### src/rtl/det_sec_param_pkg.sv
// Shared definitions for the parametrised serial sequence detector:
// FSM state encoding and default geometry.
package det_sec_param_pkg;

  typedef enum logic {
    LLENANDO   = 1'b0,
    COMPARANDO = 1'b1
  } estado_t;

  localparam int         ANCHO_DEF      = 4;
  localparam logic [3:0] PATRON_INI_DEF = 4'b1011;
  localparam int         CNT_W_DEF      = 8;

endpackage

### src/rtl/det_sec_param_registro_desplazamiento.sv
// ANCHO-bit MSB-first shift register with enable and synchronous active-low clear.
// Exposes the value the window would take if the current bit were shifted in.
module registro_desplazamiento #(
  parameter int ANCHO = 4
) (
  input  logic             clk,
  input  logic             clr_n_i,
  input  logic             en_i,
  input  logic             dato_i,
  output logic [ANCHO-1:0] siguiente_o
);

  logic [ANCHO-1:0] ventana_q;
  logic [ANCHO-1:0] ventana_d;

  // The oldest bit falls off the top; the newest enters at bit 0.
  assign siguiente_o = (ventana_q << 1) | {{(ANCHO-1){1'b0}}, dato_i};

  always_comb begin
    ventana_d = ventana_q;
    if (en_i) ventana_d = siguiente_o;
  end

  always_ff @(posedge clk) begin
    if (!clr_n_i) ventana_q <= '0;
    else          ventana_q <= ventana_d;
  end

endmodule

### src/rtl/det_sec_param.sv
// Serial pattern detector: shifts in qualified bits, compares the last ANCHO bits
// with a reloadable pattern, supports overlap/non-overlap and counts matches.
module det_sec_param
  import det_sec_param_pkg::*;
#(
  parameter int               ANCHO      = ANCHO_DEF,
  parameter logic [ANCHO-1:0] PATRON_INI = PATRON_INI_DEF,
  parameter int               CNT_W      = CNT_W_DEF
) (
  input  logic             clk,
  input  logic             rst,
  input  logic             s_in,
  input  logic             s_valido,
  input  logic             solape,
  input  logic             cargar,
  input  logic [ANCHO-1:0] patron_in,
  input  logic             limpiar,
  output logic             valido,
  output logic             nuevo_numero,
  output logic [ANCHO-1:0] numero,
  output logic [CNT_W-1:0] cuenta
);

  localparam int             LW       = $clog2(ANCHO + 1);
  localparam logic [LW-1:0]  LLENO    = LW'(ANCHO);
  localparam logic [LW-1:0]  LLENO_M1 = LW'(ANCHO - 1);
  localparam logic [CNT_W-1:0] CNT_MAX = '1;

  estado_t          estado_q, estado_d;
  logic [LW-1:0]    llenos_q, llenos_d;
  logic [ANCHO-1:0] patron_q, patron_d;
  logic             valido_q, valido_d;
  logic             nuevo_q, nuevo_d;
  logic [ANCHO-1:0] numero_q, numero_d;
  logic [CNT_W-1:0] cuenta_q, cuenta_d;
  logic [ANCHO-1:0] ventana_sig;
  logic             evaluar;
  logic             coincide;

  registro_desplazamiento #(.ANCHO(ANCHO)) u_ventana (
    .clk         (clk),
    .clr_n_i     (rst),
    .en_i        (s_valido),
    .dato_i      (s_in),
    .siguiente_o (ventana_sig)
  );

  assign coincide = (ventana_sig == patron_q);

  always_ff @(posedge clk) begin
    if (!rst) estado_q <= LLENANDO;
    else      estado_q <= estado_d;
  end

  // A non-overlapping match discards the window so ANCHO fresh bits are needed.
  always_comb begin
    estado_d = estado_q;
    if (evaluar) estado_d = (coincide && !solape) ? LLENANDO : COMPARANDO;
  end

  always_comb begin
    evaluar = 1'b0;
    case (estado_q)
      LLENANDO:   evaluar = s_valido && (llenos_q == LLENO_M1);
      COMPARANDO: evaluar = s_valido;
      default:    evaluar = 1'b0;
    endcase
  end

  always_comb begin
    llenos_d = llenos_q;
    if (s_valido) begin
      if (evaluar && coincide && !solape) llenos_d = '0;
      else if (llenos_q != LLENO)         llenos_d = llenos_q + LW'(1);
    end

    patron_d = cargar ? patron_in : patron_q;
    valido_d = evaluar && coincide;
    nuevo_d  = evaluar;
    numero_d = evaluar ? ventana_sig : numero_q;

    // Clearing wins over a same-cycle increment; the pulse itself is unaffected.
    cuenta_d = cuenta_q;
    if (limpiar)                            cuenta_d = '0;
    else if (valido_d && cuenta_q != CNT_MAX) cuenta_d = cuenta_q + CNT_W'(1);
  end

  always_ff @(posedge clk) begin
    if (!rst) begin
      llenos_q <= '0;
      patron_q <= PATRON_INI;
      valido_q <= 1'b0;
      nuevo_q  <= 1'b0;
      numero_q <= '0;
      cuenta_q <= '0;
    end else begin
      llenos_q <= llenos_d;
      patron_q <= patron_d;
      valido_q <= valido_d;
      nuevo_q  <= nuevo_d;
      numero_q <= numero_d;
      cuenta_q <= cuenta_d;
    end
  end

  assign valido       = valido_q;
  assign nuevo_numero = nuevo_q;
  assign numero       = numero_q;
  assign cuenta       = cuenta_q;

endmodule
### config.mk
export PLATFORM = sky130hd
export DESIGN_NAME = det_sec_param
export DESIGN_NICKNAME = d
export VERILOG_FILES = /design/src/rtl/det_sec_param_pkg.sv /design/src/rtl/det_sec_param_registro_desplazamiento.sv /design/src/rtl/det_sec_param.sv
export SDC_FILE = /design/constraint.sdc
export NUM_CORES = 1
export LEC_CHECK = 0
export CAP_MARGIN = 20
export CORE_UTILIZATION = 30
export DETAILED_ROUTE_END_ITERATION = 7
export GPL_ROUTABILITY_DRIVEN = 0
export PLACE_DENSITY = 0.62
export SLEW_MARGIN = 10
export SYNTH_ARGS = -nofsm -noshare
export SYNTH_HDL_FRONTEND = slang
export SYNTH_HIERARCHICAL = 1
export SYNTH_SLANG_ARGS = --single-unit
### constraint.sdc
create_clock -name clk -period 1.8 [get_ports clk]
set_clock_uncertainty 0.15 [all_clocks]
set_input_delay 0.36 -clock clk [delete_from_list [all_inputs] [get_ports clk]]
set_output_delay 0.36 -clock clk [all_outputs]
set_load 0.02 [all_outputs]
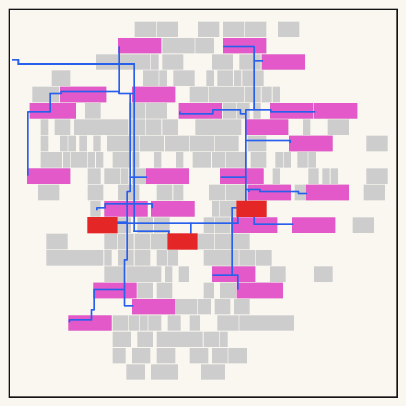
(run_1/clock_map.png)
Scale: 6 px per µm.
[red] cells driving clock nets | count: 3
[blue] clock wires | length: 306 µm
[magenta] flip-flops | count: 25
routed clock nets	4
clock group total power: 332 µW
clock network power share: 29.6%

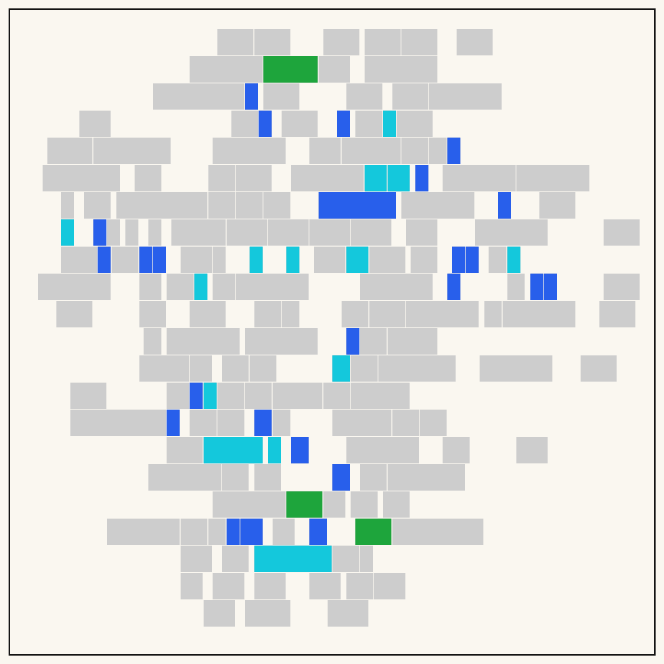
(run_1/gate_families.png)
Scale: 10 px per µm.
color	family	cells
cyan	NOR gates	14
blue	NAND gates	25
green	AND-OR and OR-AND gates	3
most used logic cell in the final layout: buf_4
combinational share of cell area: 40.8%

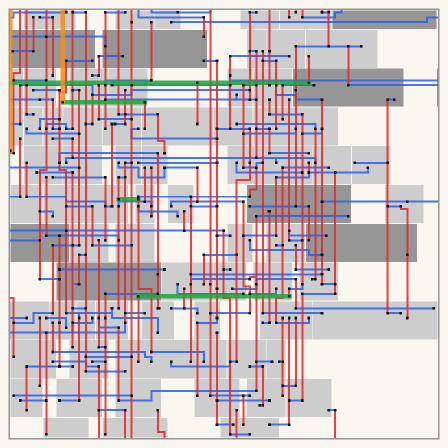
(run_1/zoom.png)
Window x 17 to 47, y 4 to 34 µm. Cells in gray, sequential cells in the stronger gray; small squares are vias.
color	layer
green	met3
orange	met4
blue	met1
red	met2
cells with their middle in the window	64
most frequent	buf_4 (11), dlygate4sd2_1 (6), dfxtp_1 (5)
sequential cells in the window	7
netlist names of flops here include	cuenta (7)

==> reports/qor.txt, run 1 <==
Yosys warnings: 6
Vias per inst: 4.91
PwrDens: 613 nW/µm²
CP startpoint: llenos_q[1]
Fin crit period: 1.92 ns
Met1 Resource Use GR: 17.9%
Failing checks: negative setup slack
Hold WC Path Type: reg -> reg
Reg clk slew, reported paths: 0.09 ns
Iteration-0 DRC Markers: 17
Mapped cell area: 1170 µm²
Nets: 195
Top post-synthesis cells by count: dfxtp_1 (25), nand2_1 (19), mux2i_1 (10)
Outcome: finished, violations left
Reg power frac: 52.7%
Largest net degree at the start of global routing: 15
Slowest stage cell, crit path: or4_4
GRT Util Overall: 15.8%
Logic area: 746 µm²
Bufs w/o clock: 51
Final core utilization: 49.6%
Dominant flop cell: dfxtp_1
Setup violators final: 6
VDD IR max: 431 µV
Fraction of area in clock buffers and inverters: 2.53%
Avg Synthesized Cell Area: 9.06 µm²
Cell with the most instances after synthesis: dfxtp_1
CLK BUF: 3
Count of library flops with an enable pin: 0
Routed met2 length: 1.65 mm
CTS Buf Count: 3
Simple share: 22.1%
Layout cells sized above 1: 27.9%
Cell class ranked first by area: logic gates
Crit Path Category: reg -> reg
Drt total wl: 3.11 mm
Drt first pass iters: 4
Root buf cell: clkbuf_8
Late-Pin Clk Latency: 0.27 ns
Design internal power: 831 µW
Hold wc startpoint: numero[1]
Largest register FFs: 8
Top Layout Cells: buf_4 (23), dfxtp_1 (21), nand2_1 (19)
Setup ws final: -0.119 ns
Cell Rows: 22
Crit-path most repeated cell: ha_4
GR Util met3: 4.05%
Hold-fix buffers, CTS: 0
Post-synth top area cell: dfxtp_1
Vias in the first global route: 1095
--- run 2 (diff from run 1) ---
--- a/config.mk
+++ b/config.mk
@@ -5,7 +5,6 @@
 export SDC_FILE = /design/constraint.sdc
 export NUM_CORES = 1
 export LEC_CHECK = 0
-export CAP_MARGIN = 20
 export CORE_UTILIZATION = 30
 export DETAILED_ROUTE_END_ITERATION = 7
 export GPL_ROUTABILITY_DRIVEN = 0
==> constraint.sdc (replaced) <==
create_clock -name clk -period 1.8 [get_ports clk]
set_clock_uncertainty 0.15 [all_clocks]
set_input_delay 0.54 -clock clk [delete_from_list [all_inputs] [get_ports clk]]
set_output_delay 0.54 -clock clk [all_outputs]
set_load 0.02 [all_outputs]
==> reports/qor.txt, run 2 <==
CP endpoint: cuenta[6]
Logic area: 764 µm² (+2.5%)
Nets: 193 (-1.0%)
Setup ws final: -0.0311 ns (+0.0874 ns)
Post-synth top area cell: dfxtp_1
Clock group total power: 334 µW (about the same)
Avg Synthesized Cell Area: 9.06 µm² (unchanged)
Flops & latches, synth: 25
Combinational share of cell area: 42.3% (+1.5 points)
Final Cell Area: 1810 µm²
Top post-synthesis cells by count: dfxtp_1 (25), nand2_1 (19), mux2i_1 (10)
Met1 Resource Use GR: 17.4% (-0.52 points)
Worst Path Arrival: 1.85 ns
Comb pwr share: 17.2%
Hold-fix buffers, CTS: 0 (unchanged)
Clock network power share: 29.9% (+0.3 points)
VDD IR max: 618 µV (+43%)
Cell with the most instances after synthesis: dfxtp_1
Total congestion overflow: 0
Crit-path most repeated cell: ha_4
Cell class ranked first by area: logic gates
Clock sinks: 25
Largest register FFs: 8 (unchanged)
Fin crit period: 1.83 ns (-0.0874 ns)
Cell Rows: 22 (unchanged)
Top Layout Cells: dfxtp_1 (21), buf_4 (21), nand2_1 (19)
Vias per inst: 5.05 (+2.9%)
Vias in the first global route: 1104 (+0.82%)
Design internal power: 832 µW (+0.16%)
Mapped cell area: 1170 µm² (unchanged)
Drt first pass iters: 4 (unchanged)
Drt total wl: 2.89 mm (-6.9%)
Reg power frac: 52.9% (+0.2 points)
Hold WC Path Type: reg -> reg
Late-Pin Clk Latency: 0.27 ns (about the same)
Bufs w/o clock: 48 (-5.9%)
Worst Hold Depth: 2
Buffering overhead: 22.6%
Count of library flops with an enable pin: 0 (unchanged)
RSZ-0062 raised after global routing: true
Crit Path Category: reg -> reg
Layout cells sized above 1: 28.8% (+0.88 points)
CTS Buf Count: 3 (unchanged)
Slowest stage cell, crit path: or4_4
Yosys warnings: 6 (unchanged)
Root buf cell: clkbuf_8
Dominant flop cell: dfxtp_1
Failing checks: negative setup slack
Outcome: finished, violations left
Setup violators final: 4 (-2)
Reg clk slew, reported paths: 0.09 ns (about the same)
Fraction of area in clock buffers and inverters: 2.49% (-0.041 points)
Simple share: 22.1% (unchanged)
CP startpoint: llenos_q[0]
Hold wc startpoint: numero[1]
Iteration-0 DRC Markers: 23 (+6)
Chip area: 4150 µm²
Largest net degree at the start of global routing: 14 (-1)
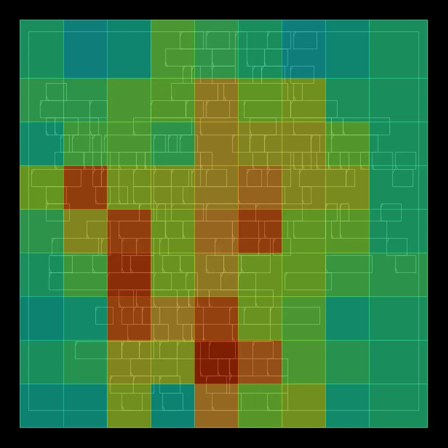
(run_2/final_congestion.png)
GR Util met3: 3.70%
global routing's busiest layer: met2
GRT Util Overall: 15.0%
final core utilization: 49.1%
M2 GR Usage: 27.1%

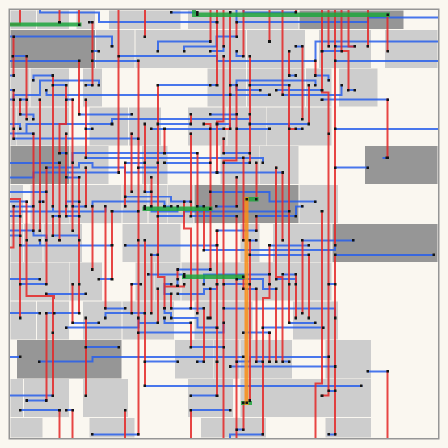
(run_2/zoom.png)
Window x 17 to 47, y 4 to 34 µm. Cells in gray, sequential cells in the stronger gray; small squares are vias.
color	layer
orange	met4
blue	met1
green	met3
red	met2
most frequent	buf_4 (11), dlygate4sd2_1 (7), dfxtp_1 (5)
netlist names of flops here include	cuenta (5), valido (1)
sequential cells in the window	6
cells with their middle in the window	64

--- run 3 (diff from run 2) ---
--- a/config.mk
+++ b/config.mk
@@ -5,7 +5,9 @@
 export SDC_FILE = /design/constraint.sdc
 export NUM_CORES = 1
 export LEC_CHECK = 0
+export CORE_ASPECT_RATIO = 0.9
 export CORE_UTILIZATION = 30
+export CTS_BUF_LIST = sky130_fd_sc_hd__clkbuf_16
 export DETAILED_ROUTE_END_ITERATION = 7
 export GPL_ROUTABILITY_DRIVEN = 0
 export PLACE_DENSITY = 0.62
==> reports/qor.txt, run 3 <==
Global routing's busiest layer: met2
Yosys warnings: 6 (unchanged)
Top Layout Cells: buf_4 (27), dfxtp_1 (21), nand2_1 (19)
Period utilization: 102%
Reg power frac: 45.7% (-7.2 points)
Hold wc startpoint: numero[0]
Root buf cell: clkbuf_16
Worst Path Arrival: 1.85 ns (about the same)
Vias in the first global route: 1039 (-5.9%)
M2 GR Usage: 26.4% (-0.66 points)
Avg Synthesized Cell Area: 9.06 µm² (unchanged)
Flops & latches, synth: 25 (unchanged)
Count of library flops with an enable pin: 0 (unchanged)
Slowest stage cell, crit path: or4_1
Clock network power share: 38.4% (+8.5 points)
CP endpoint: cuenta[6]
Fin crit period: 1.84 ns (+0.0109 ns)
Comb pwr share: 15.9% (-1.3 points)
Vias per inst: 4.99 (-1.2%)
Largest register FFs: 8 (unchanged)
Clock group total power: 498 µW (+49%)
Setup ws final: -0.0420 ns (-0.0109 ns)
Combinational share of cell area: 40.1% (-2.1 points)
Largest net degree at the start of global routing: 16 (+2)
Hold WC Path Type: reg -> reg
Late-Pin Clk Latency: 0.26 ns (about the same)
Outcome: finished, violations left
Crit-path most repeated cell: ha_4
Iteration-0 DRC Markers: 52 (+130%)
Bufs w/o clock: 55 (+15%)
Chip area: 4150 µm² (about the same)
Post-synth top area cell: dfxtp_1
Mapped cell area: 1170 µm² (unchanged)
Top post-synthesis cells by count: dfxtp_1 (25), nand2_1 (19), mux2i_1 (10)
CP startpoint: llenos_q[0]
Setup violators final: 5 (+1)
Failing checks: negative setup slack
Total congestion overflow: 0 (unchanged)
Simple share: 22.1% (unchanged)
Logic area: 771 µm² (+0.82%)
Hold-fix buffers, CTS: 0 (unchanged)
Fraction of area in clock buffers and inverters: 4.30% (+1.8 points)
Cell class ranked first by area: logic gates
Final Cell Area: 1920 µm² (+6.2%)
Reg clk slew, reported paths: 0.07 ns (-0.02 ns)
CTS Buf Count: 3 (unchanged)
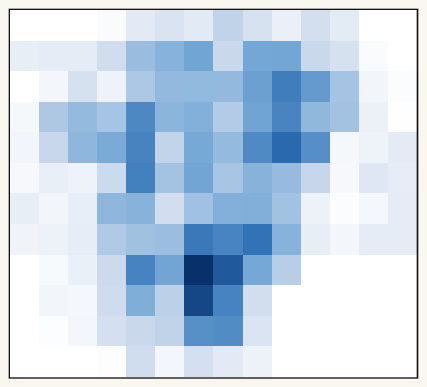
(run_3/wire_density.png)
Scale: 6 px per µm. The die is cut into 14 by 12 equal tiles; white is low, dark blue is high, scaled to the fullest tile. Values are wire area over tile area, all layers added.
nearly empty tiles	21%
emptiest ninth of the die	south-east
mean over tiles	0.12
densest ninth of the die	center
tiles over half the peak	17%
Vias: 1148
drt total wl: 3.27 mm
GRT Util Overall: 16.0%
wire per inst: 14.2 µm

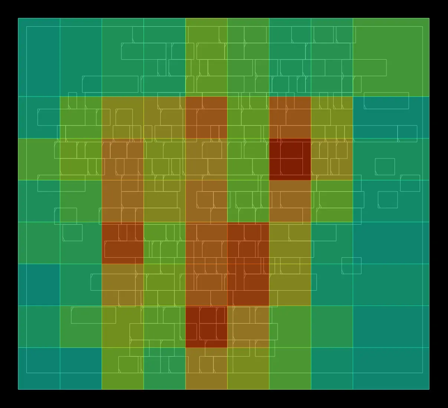
(run_3/final_congestion.png)
met1 Resource Use GR: 21.0%
GR Util met3: 3.89%
final core utilization: 51.5%

Power and IR drop assume default switching activity.
